==> src/rtl/alu_pkg.sv <==
// Shared types for the ALU execute stage: operation codes, stage states and the held result entry.
package alu_pkg;

    // Entry fields are sized for the widest supported configuration; narrower builds leave the upper bits zero.
    localparam int ALU_MAX_DATA_WIDTH     = 64;
    localparam int ALU_MAX_REG_ADDR_WIDTH = 16;

    typedef enum logic [3:0] {
        AND = 4'b0000,
        OR  = 4'b0001,
        ADD = 4'b0010,
        SUB = 4'b0110,
        SLT = 4'b0111,
        NOR = 4'b1100
    } alu_op_t;

    typedef enum logic [1:0] {
        EMPTY,
        BUSY,
        FULL
    } stage_state_t;

    typedef struct packed {
        logic [ALU_MAX_DATA_WIDTH-1:0]     result;
        logic                              zero;
        logic                              overflow;
        logic                              illegal;
        logic [ALU_MAX_REG_ADDR_WIDTH-1:0] dest;
    } alu_entry_t;

endpackage

==> src/rtl/alu_core.sv <==
// Combinational ALU datapath: turns a control code and two operands into a complete result entry.
module alu_core
    import alu_pkg::*;
#(
    parameter int DATA_WIDTH     = 32,
    parameter int REG_ADDR_WIDTH = 5
) (
    input  logic [3:0]                controlOpALU,
    input  logic [DATA_WIDTH-1:0]     operandA,
    input  logic [DATA_WIDTH-1:0]     operandB,
    input  logic [REG_ADDR_WIDTH-1:0] destReg,
    output alu_entry_t                entry
);

    localparam int MSB = DATA_WIDTH - 1;

    logic [DATA_WIDTH-1:0] sum;
    logic [DATA_WIDTH-1:0] diff;
    logic [DATA_WIDTH-1:0] res;
    logic                  ovf;
    logic                  illegal;
    logic                  lessThan;

    assign sum      = operandA + operandB;
    assign diff     = operandA - operandB;
    assign lessThan = $signed(operandA) < $signed(operandB);

    always_comb begin
        res     = '0;
        ovf     = 1'b0;
        illegal = 1'b0;
        case (controlOpALU)
            ADD: begin
                res = sum;
                ovf = (operandA[MSB] == operandB[MSB]) && (sum[MSB] != operandA[MSB]);
            end
            SUB: begin
                res = diff;
                ovf = (operandA[MSB] != operandB[MSB]) && (diff[MSB] != operandA[MSB]);
            end
            AND: res = operandA & operandB;
            OR:  res = operandA | operandB;
            NOR: res = ~(operandA | operandB);
            SLT: res = {{(DATA_WIDTH-1){1'b0}}, lessThan};
            default: illegal = 1'b1;
        endcase
    end

    always_comb begin
        entry                             = '0;
        entry.result[MSB:0]               = res;
        entry.zero                        = (res == '0);
        entry.overflow                    = ovf;
        entry.illegal                     = illegal;
        entry.dest[REG_ADDR_WIDTH-1:0]    = destReg;
    end

endmodule

==> src/rtl/alu_execute_stage.sv <==
// EX stage: registers ALU results toward EX/MEM through a two-entry skid buffer with flush support.
// Defining ALU_STAGE_STATS_EN adds saturating transfer counters opCount and illegalCount.
module alu_execute_stage
    import alu_pkg::*;
#(
    parameter int DATA_WIDTH     = 32,
    parameter int REG_ADDR_WIDTH = 5
) (
    input  logic                      clk,
    input  logic                      rst_n,
    input  logic                      inValid,
    output logic                      inReady,
    input  logic [3:0]                controlOpALU,
    input  logic [DATA_WIDTH-1:0]     operandA,
    input  logic [DATA_WIDTH-1:0]     operandB,
    input  logic [REG_ADDR_WIDTH-1:0] destReg,
    input  logic                      flush,
    output logic                      outValid,
    input  logic                      outReady,
    output logic [DATA_WIDTH-1:0]     aluResult,
    output logic                      zeroFlag,
    output logic                      overflowFlag,
    output logic                      illegalOp,
    output logic [REG_ADDR_WIDTH-1:0] outDestReg
`ifdef ALU_STAGE_STATS_EN
    ,
    output logic [31:0]               opCount,
    output logic [15:0]               illegalCount
`endif
);

    stage_state_t state;
    alu_entry_t   coreEntry;
    alu_entry_t   outEntry;
    alu_entry_t   skidEntry;
    logic         accept;
    logic         transfer;
    logic         unusedOutEntryBits;

    alu_core #(
        .DATA_WIDTH     (DATA_WIDTH),
        .REG_ADDR_WIDTH (REG_ADDR_WIDTH)
    ) u_alu_core (
        .controlOpALU (controlOpALU),
        .operandA     (operandA),
        .operandB     (operandB),
        .destReg      (destReg),
        .entry        (coreEntry)
    );

    assign accept   = inValid & inReady;
    assign transfer = outValid & outReady;

    // Flush only clears the control state; the entry registers may keep stale data until overwritten.
    always_ff @(posedge clk or negedge rst_n) begin
        if (!rst_n) begin
            state     <= EMPTY;
            outValid  <= 1'b0;
            inReady   <= 1'b1;
            outEntry  <= '0;
            skidEntry <= '0;
        end else if (flush) begin
            state    <= EMPTY;
            outValid <= 1'b0;
            inReady  <= 1'b1;
        end else begin
            case (state)
                EMPTY: begin
                    if (accept) begin
                        outEntry <= coreEntry;
                        outValid <= 1'b1;
                        state    <= BUSY;
                    end
                end
                BUSY: begin
                    if (accept && transfer) begin
                        outEntry <= coreEntry;
                    end else if (accept) begin
                        skidEntry <= coreEntry;
                        inReady   <= 1'b0;
                        state     <= FULL;
                    end else if (transfer) begin
                        outValid <= 1'b0;
                        state    <= EMPTY;
                    end
                end
                FULL: begin
                    if (transfer) begin
                        outEntry <= skidEntry;
                        inReady  <= 1'b1;
                        state    <= BUSY;
                    end
                end
                default: begin
                    state    <= EMPTY;
                    outValid <= 1'b0;
                    inReady  <= 1'b1;
                end
            endcase
        end
    end

    assign aluResult    = outEntry.result[DATA_WIDTH-1:0];
    assign zeroFlag     = outEntry.zero;
    assign overflowFlag = outEntry.overflow;
    assign illegalOp    = outEntry.illegal;
    assign outDestReg   = outEntry.dest[REG_ADDR_WIDTH-1:0];

    // Upper entry bits beyond the configured widths are always zero and never leave the stage.
    assign unusedOutEntryBits = ^outEntry;

`ifdef ALU_STAGE_STATS_EN
    // Transfers in a flush cycle still reach EX/MEM, so they are counted like any other.
    always_ff @(posedge clk or negedge rst_n) begin
        if (!rst_n) begin
            opCount      <= '0;
            illegalCount <= '0;
        end else if (transfer) begin
            if (opCount != '1) begin
                opCount <= opCount + 32'd1;
            end
            if (outEntry.illegal && (illegalCount != '1)) begin
                illegalCount <= illegalCount + 16'd1;
            end
        end
    end
`else
    // Statistics counters are not built in this configuration.
`endif

endmodule

==> config.mk <==
export PLATFORM = sky130hd
export DESIGN_NAME = alu_execute_stage
export DESIGN_NICKNAME = d
export VERILOG_FILES = /design/src/rtl/alu_pkg.sv /design/src/rtl/alu_core.sv /design/src/rtl/alu_execute_stage.sv
export SDC_FILE = /design/constraint.sdc
export NUM_CORES = 1
export LEC_CHECK = 0
export ABC_AREA = 1
export ABC_CLOCK_PERIOD_IN_PS = 3000
export CAP_MARGIN = 20
export CELL_PAD_IN_SITES_DETAIL_PLACEMENT = 1
export CELL_PAD_IN_SITES_GLOBAL_PLACEMENT = 2
export CORE_ASPECT_RATIO = 0.5
export CORE_MARGIN = 4
export CORE_UTILIZATION = 32
export CTS_CLUSTER_DIAMETER = 120
export DETAILED_ROUTE_END_ITERATION = 12
export PLACE_DENSITY = 0.89
export SLEW_MARGIN = 25
export SYNTH_ARGS = -nofsm -noshare
export SYNTH_HDL_FRONTEND = slang
export SYNTH_SLANG_ARGS = --single-unit
==> constraint.sdc <==
create_clock -name clk -period 3 [get_ports clk]
set_clock_uncertainty 0.15 [all_clocks]
set_input_delay 0.6 -clock clk [delete_from_list [all_inputs] [get_ports clk]]
set_output_delay 0.6 -clock clk [all_outputs]
set_load 0.01 [all_outputs]
run_1/placement_by_type.png
(1.5 px per µm)
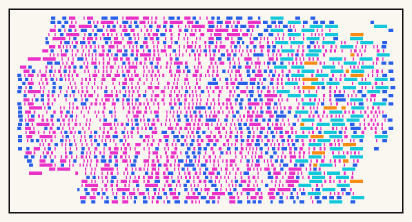
class	colour	cells	share of their area
clock drivers and dummy loads	orange	16	2.0%
combinational and other logic	magenta	1643	58%
other buffers and delay cells	blue	484	26%
flops	cyan	84	13%
Final Core Density: 51.0%
FP Rows: 46
sequential cell area share: 13.0%
final instance area: 16200 µm²

run_1/wires.png
(1.5 px per µm)
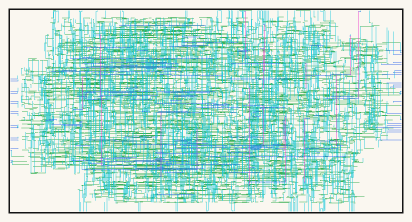
layer	colour	wire length
metal 4	magenta	609 µm
metal 2	cyan	21.1 mm
metal 1	green	22.6 mm
metal 3	blue	2530 µm
Routed WL per cell: 17.6 µm
DRT Wirelength: 46800 µm
vias post-DR: 13000
global-route usage over all layers: 25.6%

run_1/cell_density.png
(2 px per µm) The die is cut into 26 by 13 equal tiles; black is low, pale yellow is high, 0 to 100% covered.
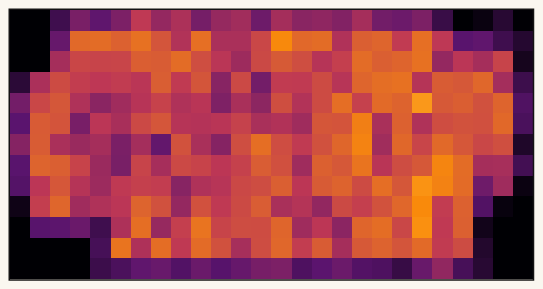
emptiest ninth of the die	bottom left
tiles over 75% full	0.90%
fullest tile	78%
core area: 31700 µm²
fp util: 32.4%

==> impl_metrics.json, run 1 <==
{
  "power_density_nw_per_um2": 413,
  "comb_cells": 1294,
  "startpoint": "operandB[7]",
  "p_clk_mw": 1.15,
  "combinationalPowerShare_pct": 55.2,
  "cts_tree": "done",
  "maxPowerGroup": "combinational logic",
  "fp.dieH_um": 135,
  "crit_chain": "dlygate4sd2_1, inv_2, ha_4, buf_4, nand2_4, inv_1, nand2_1, nand2_2, nand3b_1, o21ai_2, nand2_2, nor2_2, nand2_1, nor2_1, nand2_1, nor2_2, nand3_2, nand2_1, nand2_1, nand2_1",
  "antenna_left": 0,
  "slew_viol_final": 0,
  "top_cell": "nand2_1",
  "ios": 120,
  "comb_area_um2": 7790,
  "status": "finished with violations",
  "fmax_ghz": 0.329,
  "fin_ws_ns": -0.0434,
  "synth_area_um2": 10300,
  "ys_ff": 84,
  "hpwl_um": 37300,
  "grt.overflow.total": 0,
  "timing.rr.end": "aluResult[31]$_DFFE_PN0P_",
  "drt_iter0_markers": 844,
  "area_growth_pct": 57.4,
  "cts.hold.buffers_added": 0,
  "crit_path_end": "zeroFlag$_DFFE_PN0P_",
  "powerComb_mw": 3.68,
  "violations": "setup timing",
  "ys_cells": 1792,
  "finalCritPeriodShare_pct": 101,
  "lay_top_count": "nand2_1",
  "grt_pass1_wl_um": 71400,
  "buffers": 484,
  "clkPwrFrac_pct": 17.2,
  "cts_buffers": 9,
  "hold_viol_final": 0,
  "h-tree-depth": 3,
  "simple_gate_share_pct": 37.1,
  "dp_slack_ns": -1.07,
  "yosys.area.top_type": "nand2_1",
  "setup_viol": 2
}
==> run 2: changes to the inputs <==
PLACE_DENSITY = 0.95   (was 0.89)
SETUP_SLACK_MARGIN = 0.5   (was not set)
run_2/cell_density.png
(2 px per µm) The die is cut into 26 by 13 equal tiles; black is low, pale yellow is high, 0 to 100% covered.
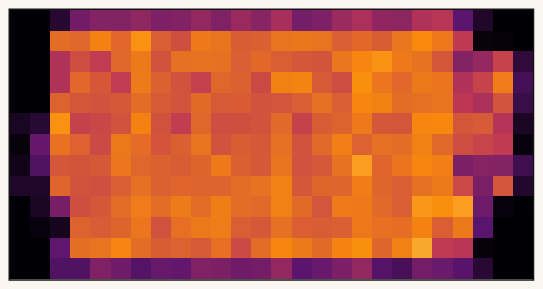
tiles over 75% full	3.0%
nearly empty tiles	8.3%
densest ninth of the die	middle
mean over tiles	50%
Final Core Density: 57.5%

==> run 2 against run 1 <==
  * The flow still finishes with violations (setup timing)
  * Hold slack worse by 0.032 ns
  * Combinational power is 28% higher
  * Via count is 22% higher
  * Maximum frequency shrank 12%
  * Utilization rose by 6.4 points
  * Cell area increased by 13%
  * Sequential power increased by 5%
  * First-iteration DRC count grew 120%
  * Non-clock buffer count is 38 higher
  * Total power is 18% higher
  * Critical path type unchanged
  * Largest cell class unchanged
==> impl_metrics.json, run 2 <==
{
  "seq_share_pct": 11.6,
  "via_count": 15800,
  "status": "finished with violations",
  "clkPwrFrac_pct": 15.6,
  "simple_gate_share_pct": 37.1,
  "grt.overflow.total": 0,
  "syn_area_per_cell_um2": 5.73,
  "grtUsageTotal_pct": 28.1,
  "dp_slack_ns": -1.01,
  "cts_tree": "done",
  "crit_chain": "buf_2, inv_1, buf_4, fa_2, nand2_2, nand2_4, nand3_1, nand2_2, buf_4, nor2_1, nor2_1, nor2_1, nand2_1, nor2_2, nand4_1, nor2_2, nand3_2, nand2_1, nand2_1, nand2_1",
  "core_um2": 31700,
  "drt-total-wl_um": 70900,
  "inv_count": 349,
  "violations": "setup timing",
  "wl_per_cell_um": 26.3,
  "fp.dieH_um": 135,
  "cts_buffers": 9,
  "design_area_um2": 18200,
  "lay_top_count": "nand2_1",
  "yosys.area.top_type": "nand2_1",
  "maxPowerGroup": "combinational logic",
  "powerComb_mw": 4.71,
  "rows": 46,
  "ys_cells": 1792,
  "top_cell": "nand2_1",
  "comb_area_um2": 9170,
  "synth_top_area_share_pct": 22.0,
  "ys_ff": 84,
  "setup_viol": 10,
  "crit_path_end": "zeroFlag$_DFFE_PN0P_",
  "drv_cap": 0,
  "synth_area_um2": 10300,
  "ios": 120,
  "hpwl_um": 36100,
  "timing.rr.end": "aluResult[12]$_DFFE_PN0P_",
  "fin_ws_ns": -0.453,
  "nets": 2442,
  "startpoint": "operandB[1]",
  "drt_iter0_markers": 1835,
  "top_register": "skidEntry",
  "area_growth_pct": 77.2,
  "ff_type": "dfrtp_1",
  "power_density_nw_per_um2": 433,
  "dp_cells": 2552,
  "fp_util_pct": 32.4,
  "wl_met3_um": 7270,
  "combinationalPowerShare_pct": 59.8,
  "slew_viol_final": 0,
  "grt_pass1_wl_um": 78800,
  "p_clk_mw": 1.23,
  "cts.hold.buffers_added": 0,
  "buffers": 522,
  "required_ns": 3.13,
  "fmax_ghz": 0.290,
  "h-tree-depth": 3,
  "comb_cells": 1294,
  "hold_viol_final": 0
}
==> run 3: changes to the inputs <==
SLEW_MARGIN = 20   (was 25)
run_3/io_placement.png
(2 px per µm) Pins as bars across the die edge, other pins in grey.
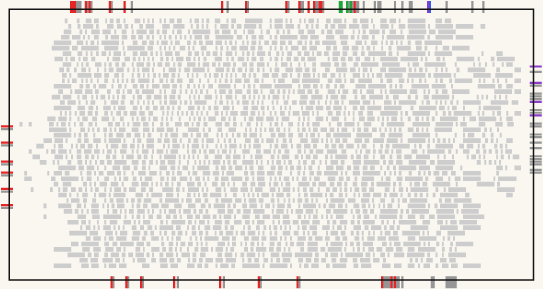
port	colour	pins	direction	edge
controlOpALU	green	4	input	top
destReg	purple	5	input	4 right, 1 top
operandB	red	32	input	16 top, 10 bottom, 6 left
overflowFlag	blue	1	output	top
all pins by edge	52 top, 33 bottom, 23 right, 12 left
I/O Buffers: 119
die width: 261 µm
Die H: 135 µm

==> run 3 against run 2 <==
  * Combinational power hardly changed
  * Global-route usage is the same
  * Count of clock-buffer cells in the layout is the same
  * Register-to-register slack hardly changed
  * Die area unchanged
  * Largest power group unchanged
  * Setup slack stayed put
  * Highest routed layer unchanged
  * The flow still finishes with violations (setup timing)
==> impl_metrics.json, run 3 <==
{
  "yosys.area.top_type": "nand2_1",
  "ys_ff": 84,
  "lay_top_count": "nand2_1",
  "simple_gate_share_pct": 37.1,
  "finalCritPeriodShare_pct": 115,
  "cts.hold.buffers_added": 0,
  "crit_path_end": "zeroFlag$_DFFE_PN0P_",
  "hpwl_um": 36100,
  "status": "finished with violations",
  "grt.overflow.total": 0,
  "drt-total-wl_um": 70900,
  "startpoint": "operandB[1]",
  "setup_viol": 10,
  "drv_cap": 0,
  "powerComb_mw": 4.71,
  "synth_top_area_share_pct": 22.0,
  "hold_viol_final": 0,
  "comb_area_um2": 9170,
  "grt_pass1_wl_um": 78800,
  "design_area_um2": 18200,
  "nets": 2442,
  "crit_chain": "buf_2, inv_1, buf_4, fa_2, nand2_2, nand2_4, nand3_1, nand2_2, buf_4, nor2_1, nor2_1, nor2_1, nand2_1, nor2_2, nand4_1, nor2_2, nand3_2, nand2_1, nand2_1, nand2_1",
  "cts_buffers": 9,
  "power_density_nw_per_um2": 433,
  "cts_tree": "done",
  "core_um2": 31700,
  "top_cell": "nand2_1",
  "fmax_ghz": 0.290,
  "dp_cells": 2552,
  "clkPwrFrac_pct": 15.6,
  "ff_type": "dfrtp_1",
  "seq_share_pct": 11.6,
  "combinationalPowerShare_pct": 59.8,
  "dp_slack_ns": -1.01,
  "rows": 46,
  "maxPowerGroup": "combinational logic",
  "inv_count": 349,
  "ios": 120,
  "fin_ws_ns": -0.453,
  "grtUsageTotal_pct": 28.1,
  "violations": "setup timing",
  "comb_cells": 1294
}
Power and IR drop assume default switching activity.
